$ cat src/rtl/axis_frame_source_pkg.sv
// Shared types and defaults for the axis_frame_source stream transmitter.
// The optional checksum beat is enabled by AXIS_FRAME_SOURCE_CHECKSUM_EN.
package axis_frame_source_pkg;

  localparam int unsigned DATA_WIDTH_DEFAULT = 32;
  localparam int unsigned DEPTH_DEFAULT      = 16;

  typedef enum logic [1:0] {
    IDLE = 2'd0,
    SEND = 2'd1,
    CSUM = 2'd2,
    FIN  = 2'd3
  } state_e;

  // Fill count and frame length must be able to hold the value DEPTH itself.
  function automatic int unsigned len_w_f(input int unsigned depth);
    return $clog2(depth) + 1;
  endfunction

endpackage

$ cat src/rtl/axis_frame_buffer.sv
// Word buffer for axis_frame_source: synchronous write, asynchronous read,
// wrap-around write pointer and a fill count that saturates at DEPTH.
module axis_frame_buffer
  import axis_frame_source_pkg::*;
#(
  parameter int unsigned DATA_WIDTH = DATA_WIDTH_DEFAULT,
  parameter int unsigned DEPTH      = DEPTH_DEFAULT,
  parameter int unsigned LEN_W      = len_w_f(DEPTH)
) (
  input  logic                     clk_i,
  input  logic                     rst_i,
  input  logic                     wr_en_i,
  input  logic [DATA_WIDTH-1:0]    wr_data_i,
  input  logic                     clr_i,
  input  logic [$clog2(DEPTH)-1:0] rd_addr_i,
  output logic [DATA_WIDTH-1:0]    rd_data_c_o,
  output logic [LEN_W-1:0]         count_o
);

  localparam int unsigned PTR_W = $clog2(DEPTH);

  logic [DATA_WIDTH-1:0] mem_q [DEPTH];
  logic [PTR_W-1:0]      wr_ptr_q;
  logic [PTR_W-1:0]      wr_ptr_d;
  logic [LEN_W-1:0]      count_q;
  logic [LEN_W-1:0]      count_d;
  logic                  wr_fire_c;

  assign wr_fire_c = wr_en_i && !clr_i && !rst_i;

  // Pointer wraps naturally because DEPTH is a power of two.
  always_comb begin
    wr_ptr_d = wr_ptr_q;
    count_d  = count_q;
    if (clr_i) begin
      wr_ptr_d = '0;
      count_d  = '0;
    end else if (wr_en_i) begin
      wr_ptr_d = wr_ptr_q + PTR_W'(1);
      if (count_q != LEN_W'(DEPTH)) begin
        count_d = count_q + LEN_W'(1);
      end
    end
  end

  always_ff @(posedge clk_i) begin
    if (rst_i) begin
      wr_ptr_q <= '0;
      count_q  <= '0;
    end else begin
      wr_ptr_q <= wr_ptr_d;
      count_q  <= count_d;
    end
  end

  // Storage is deliberately left out of reset.
  always_ff @(posedge clk_i) begin
    if (wr_fire_c) begin
      mem_q[wr_ptr_q] <= wr_data_i;
    end
  end

  assign rd_data_c_o = mem_q[rd_addr_i];
  assign count_o     = count_q;

endmodule

$ cat src/rtl/axis_frame_source.sv
// AXI-Stream frame transmitter: preload words, pulse START, stream FRAME_LEN beats.
// Define AXIS_FRAME_SOURCE_CHECKSUM_EN to append an XOR checksum beat carrying TLAST.
module axis_frame_source
  import axis_frame_source_pkg::*;
#(
  parameter int unsigned DATA_WIDTH = DATA_WIDTH_DEFAULT,
  parameter int unsigned DEPTH      = DEPTH_DEFAULT,
  parameter int unsigned LEN_W      = len_w_f(DEPTH)
) (
  input  logic                  ACLK,
  input  logic                  ARESET,
  input  logic                  WR_EN,
  input  logic [DATA_WIDTH-1:0] WR_DATA,
  input  logic                  START,
  input  logic [LEN_W-1:0]      FRAME_LEN,
  output logic                  BUSY,
  output logic                  DONE,
  output logic                  ERR,
  output logic                  M_AXIS_TVALID,
  output logic [DATA_WIDTH-1:0] M_AXIS_TDATA,
  output logic                  M_AXIS_TLAST,
  input  logic                  M_AXIS_TREADY
);

  localparam int unsigned PTR_W = $clog2(DEPTH);

  state_e                state_q;
  state_e                state_d;
  logic [LEN_W-1:0]      len_q;
  logic [LEN_W-1:0]      len_d;
  logic [LEN_W-1:0]      beat_q;
  logic [LEN_W-1:0]      beat_d;
  logic                  tvalid_q;
  logic                  tvalid_d;
  logic [DATA_WIDTH-1:0] tdata_q;
  logic [DATA_WIDTH-1:0] tdata_d;
  logic                  tlast_q;
  logic                  tlast_d;
  logic                  busy_q;
  logic                  busy_d;
  logic                  done_q;
  logic                  done_d;
  logic                  err_q;
  logic                  err_d;
`ifdef AXIS_FRAME_SOURCE_CHECKSUM_EN
  logic [DATA_WIDTH-1:0] csum_q;
  logic [DATA_WIDTH-1:0] csum_d;
`endif

  logic                  wr_en_c;
  logic                  clr_c;
  logic [PTR_W-1:0]      rd_addr_c;
  logic [DATA_WIDTH-1:0] rd_data_c;
  logic [LEN_W-1:0]      fill_count;
  logic                  start_ok_c;
  logic                  hs_c;
  logic                  last_beat_c;
  logic                  next_last_c;

  axis_frame_buffer #(
    .DATA_WIDTH (DATA_WIDTH),
    .DEPTH      (DEPTH),
    .LEN_W      (LEN_W)
  ) u_buffer (
    .clk_i       (ACLK),
    .rst_i       (ARESET),
    .wr_en_i     (wr_en_c),
    .wr_data_i   (WR_DATA),
    .clr_i       (clr_c),
    .rd_addr_i   (rd_addr_c),
    .rd_data_c_o (rd_data_c),
    .count_o     (fill_count)
  );

  assign start_ok_c  = (FRAME_LEN != '0) && (FRAME_LEN <= fill_count);
  assign hs_c        = tvalid_q && M_AXIS_TREADY;
  assign last_beat_c = (beat_q == (len_q - LEN_W'(1)));
  assign next_last_c = ((beat_q + LEN_W'(2)) == len_q);

  // While sending, the RAM is addressed one word ahead so the next beat is ready.
  assign rd_addr_c = (state_q == SEND) ? PTR_W'(beat_q + LEN_W'(1)) : '0;

  always_comb begin
    state_d  = state_q;
    len_d    = len_q;
    beat_d   = beat_q;
    tvalid_d = tvalid_q;
    tdata_d  = tdata_q;
    tlast_d  = tlast_q;
    busy_d   = busy_q;
    done_d   = 1'b0;
    err_d    = 1'b0;
    wr_en_c  = 1'b0;
    clr_c    = 1'b0;
`ifdef AXIS_FRAME_SOURCE_CHECKSUM_EN
    csum_d   = csum_q;
`endif

    case (state_q)
      IDLE: begin
        if (START) begin
          if (start_ok_c) begin
            len_d    = FRAME_LEN;
            beat_d   = '0;
            tdata_d  = rd_data_c;
            tvalid_d = 1'b1;
            busy_d   = 1'b1;
`ifdef AXIS_FRAME_SOURCE_CHECKSUM_EN
            tlast_d  = 1'b0;
            csum_d   = '0;
`else
            tlast_d  = (FRAME_LEN == LEN_W'(1));
`endif
            state_d  = SEND;
          end else begin
            err_d = 1'b1;
          end
        end else if (WR_EN) begin
          wr_en_c = 1'b1;
        end
      end

      SEND: begin
        if (hs_c) begin
`ifdef AXIS_FRAME_SOURCE_CHECKSUM_EN
          csum_d = csum_q ^ tdata_q;
`endif
          if (last_beat_c) begin
`ifdef AXIS_FRAME_SOURCE_CHECKSUM_EN
            tdata_d = csum_q ^ tdata_q;
            tlast_d = 1'b1;
            state_d = CSUM;
`else
            tvalid_d = 1'b0;
            tlast_d  = 1'b0;
            busy_d   = 1'b0;
            done_d   = 1'b1;
            state_d  = FIN;
`endif
          end else begin
            beat_d  = beat_q + LEN_W'(1);
            tdata_d = rd_data_c;
`ifdef AXIS_FRAME_SOURCE_CHECKSUM_EN
            tlast_d = 1'b0;
`else
            tlast_d = next_last_c;
`endif
          end
        end
      end

`ifdef AXIS_FRAME_SOURCE_CHECKSUM_EN
      CSUM: begin
        if (hs_c) begin
          tvalid_d = 1'b0;
          tlast_d  = 1'b0;
          busy_d   = 1'b0;
          done_d   = 1'b1;
          state_d  = FIN;
        end
      end
`endif

      FIN: begin
        clr_c   = 1'b1;
        state_d = IDLE;
      end

      default: begin
        state_d = IDLE;
      end
    endcase
  end

  always_ff @(posedge ACLK) begin
    if (ARESET) begin
      state_q  <= IDLE;
      len_q    <= '0;
      beat_q   <= '0;
      tvalid_q <= 1'b0;
      tdata_q  <= '0;
      tlast_q  <= 1'b0;
      busy_q   <= 1'b0;
      done_q   <= 1'b0;
      err_q    <= 1'b0;
    end else begin
      state_q  <= state_d;
      len_q    <= len_d;
      beat_q   <= beat_d;
      tvalid_q <= tvalid_d;
      tdata_q  <= tdata_d;
      tlast_q  <= tlast_d;
      busy_q   <= busy_d;
      done_q   <= done_d;
      err_q    <= err_d;
    end
  end

`ifdef AXIS_FRAME_SOURCE_CHECKSUM_EN
  always_ff @(posedge ACLK) begin
    if (ARESET) begin
      csum_q <= '0;
    end else begin
      csum_q <= csum_d;
    end
  end
`endif

  assign BUSY          = busy_q;
  assign DONE          = done_q;
  assign ERR           = err_q;
  assign M_AXIS_TVALID = tvalid_q;
  assign M_AXIS_TDATA  = tdata_q;
  assign M_AXIS_TLAST  = tlast_q;

endmodule

$ cat config.mk
export PLATFORM = sky130hd
export DESIGN_NAME = axis_frame_source
export DESIGN_NICKNAME = d
export VERILOG_FILES = /design/src/rtl/axis_frame_source_pkg.sv /design/src/rtl/axis_frame_buffer.sv /design/src/rtl/axis_frame_source.sv
export SDC_FILE = /design/constraint.sdc
export NUM_CORES = 1
export LEC_CHECK = 0
export ABC_AREA = 0
export CORE_MARGIN = 5
export CORE_UTILIZATION = 50
export DETAILED_ROUTE_END_ITERATION = 16
export HOLD_SLACK_MARGIN = 0.06
export MAX_ROUTING_LAYER = met4
export PLACE_DENSITY = 0.67
export SYNTH_ARGS = -nofsm -noshare
export SYNTH_HDL_FRONTEND = slang
export SYNTH_HIERARCHICAL = 1
export SYNTH_SLANG_ARGS = --single-unit
$ cat constraint.sdc
create_clock -name ACLK -period 6.77 [get_ports ACLK]
set_clock_uncertainty 0.2 [all_clocks]
set_input_delay 1.354 -clock ACLK [delete_from_list [all_inputs] [get_ports ACLK]]
set_output_delay 1.354 -clock ACLK [all_outputs]
set_load 0.01 [all_outputs]
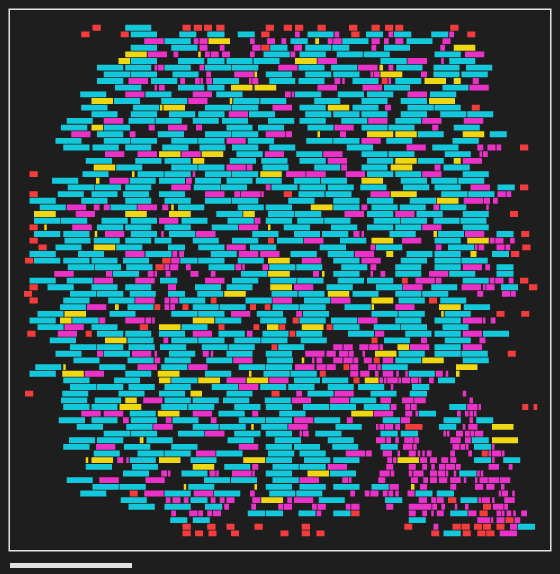
(images/class_map.png)
Scale bar: 50 um.
legend:
  registers:
    colour: cyan
    cells: 569
    share_of_their_area: 66%
  remaining buffers and delay cells:
    colour: red
    cells: 102
    share_of_their_area: 3.9%
  clock drivers and dummy loads:
    colour: yellow
    cells: 105
    share_of_their_area: 7.5%
  remaining logic cells:
    colour: magenta
    cells: 490
    share_of_their_area: 22%
Finished Core Util: 58.1%
num rows: 77

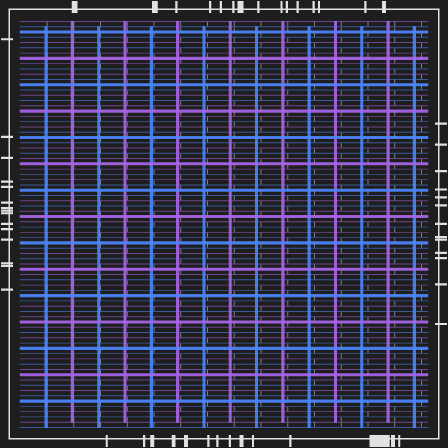
(images/floorplan.png)
Pins as bars on the die edge. Tap cells in grey.
legend:
  VSS:
    colour: blue
  VDD:
    colour: purple
tap cells: 592
signal pins: 79
met1 rails: 78
met4 straps: 15
rows: 77

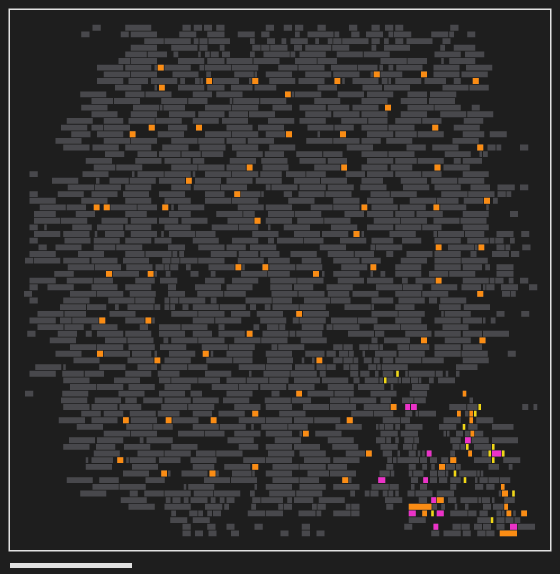
(images/gates.png)
Scale bar: 50 um.
legend:
  inv cells:
    colour: yellow
    cells: 15
    where: lower right
  and/or cells:
    colour: magenta
    cells: 12
    where: lower right
  aoi and oai cells:
    colour: orange
    cells: 81
    where: all over the die

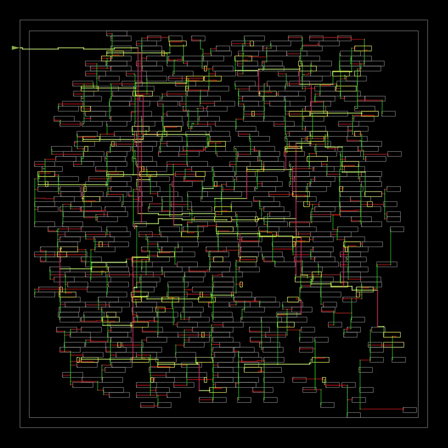
(images/clock_nets.png)
cts bufs inserted: 56
FF+latch count: 569
clock sink total: 569
clock buf count: 82

==> summary.txt <==
run metrics: Arr. time, crit path 4.86 ns, Syn Nets 1,179, startpoint types primary input, Distinct cells, synth 48, outcome complete, no violations, Leak 7.97 nW, sequential group power 3.86 mW, routed vias/inst 5.82, max reg flops 512, share of cells above drive strength 1 21.1%, wire length per cell 24.5 um, Pre-Place Util 50.3%, synthesis area per yosys 22,200 sq um, HP Start M_AXIS_TDATA[27], RSZ-0062 raised after global routing false, Setup Fix Bufs, Post-CTS 0, Biggest consumer registers, Mapped Area 22,200 sq um, # Cells Yosys 1,123, largest net degree at the start of global routing 103, fillcell total 3,266, fin crit share 67.0%, Setup violations, final 0, path type of the worst setup path primary input to flip-flop, area leader, netlist edfxtp_1, Hold Crit Class flip-flop to flip-flop, die outline height 221 um, fin nets 1,275, clock buffer depth 3, Worst setup startpoint FRAME_LEN[4], Cells after Synth 1,123, WP buf/inv 2, cts-stage hold buffer count 0, Top delay family on crit path AND-OR/OR-AND gates, FMAX 221 MHz
-- metal layers --
metal | wire length (um) | share of wire, % | track usage [%]
met5 | 0 | 0 | -
met4 | 605 | 1.3 | 4.07
met3 | 2820 | 6.2 | 3.32
met2 | 22500 | 49 | 31.3
met1 | 19600 | 43 | 27.8
-- through the flow --
step	setup slack, ns	cells	util (%)	hold WS, ns
3_5_place_dp	1.58	1753	53.8	0.262
3_3_place_gp	1.73	1753	53.8	0.260
2_1_floorplan	1.56	1123	-	0.267
5_1_grt	2.07	1861	58.1	0.294
6_report	2.24	1861	58.1	0.269
4_1_cts	2.23	1858	58.1	0.275
-- cell usage after synthesis, types with 2 or more instances --
| library cell | number |
|---|---|
| edfxtp_1 | 512 |
| mux4_2 | 128 |
| clkbuf_1 | 32 |
| o21ai_0 | 4 |
| a211oi_1 | 3 |
| nand3_1 | 9 |
| nand2b_1 | 70 |
| inv_1 | 15 |
| a21oi_1 | 4 |
| a22oi_1 | 64 |
| a31oi_1 | 2 |
| or2_2 | 2 |
| nor3_1 | 11 |
| nand2_1 | 38 |
| and3b_1 | 2 |
| buf_2 | 7 |
| buf_1 | 11 |
| and2_1 | 3 |
| mux2i_1 | 39 |
| mux2_1 | 4 |
| nand4bb_1 | 2 |
| nor2b_1 | 7 |
| dfxtp_1 | 57 |
| buf_4 | 10 |
| nor2_1 | 30 |
| xnor2_1 | 8 |
| ha_1 | 14 |
| nand4_1 | 4 |
| buf_12 | 3 |
| xor2_1 | 10 |
-- cells in the final DEF, fill, tap and decap left out, types with 3 or more instances in the layout --
cell type        instances
inv_1                   15
o21ai_0                  4
clkbuf_8                10
clkinv_2                 8
bufinv_16                4
nand2_1                 38
clkbuf_16               58
ha_1                    14
mux2i_1                 39
nor2_4                  14
buf_4                   23
a21oi_1                  4
a211oi_1                 3
a22oi_1                 64
nor3_1                   7
nor2_1                  16
clkbuf_1                14
edfxtp_1               512
clkdlybuf4s50_1         77
nand2b_1                70
nand3_1                  9
clkinv_1                 6
xnor2_1                  8
diode_2                  3
mux2_1                   4
nor2b_1                  5
xor2_1                  10
nor3_2                   4
mux4_2                 128
nand4_1                  4
dfxtp_1                 57
-- path summary, 6_finish.rpt --
check        slack (ns)          endpoint  cells past startpoint
max                2.24  M_AXIS_TDATA[15]                      8
min                0.27  M_AXIS_TDATA[27]                      2
min reg2reg        0.27  M_AXIS_TDATA[27]                      2
max reg2reg        3.04  M_AXIS_TDATA[15]                      8
-- final cells by class --
cell class	instances	area (sq um)	area share, %
Sequential cell	569	16500	64.4
Clock buffer	82	1640	6.41
Inverter	15	56.3	0.220
Tap cell	592	741	2.89
Timing Repair Buffer	102	968	3.78
Clock inverter	23	233	0.908
Antenna cell	3	7.51	0.0293
Multi-Input combinational cell	475	5460	21.3
-- cell families (layout without fill, tap and decap cells) --
kind of cell	after synthesis	count (layout)	synth area share (%)
muxes	171	171	14.9
buffers and inverters	79	222	1.80
and+or+nand+nor	187	187	4.53
adders and majority gates	14	14	0.788
DFF	569	569	74.3
other	0	3	0
xor gates and xnor gates	18	18	0.710
AOI/OAI and AO/OA	85	85	2.90
Power is estimated from default activity; no workload was simulated.
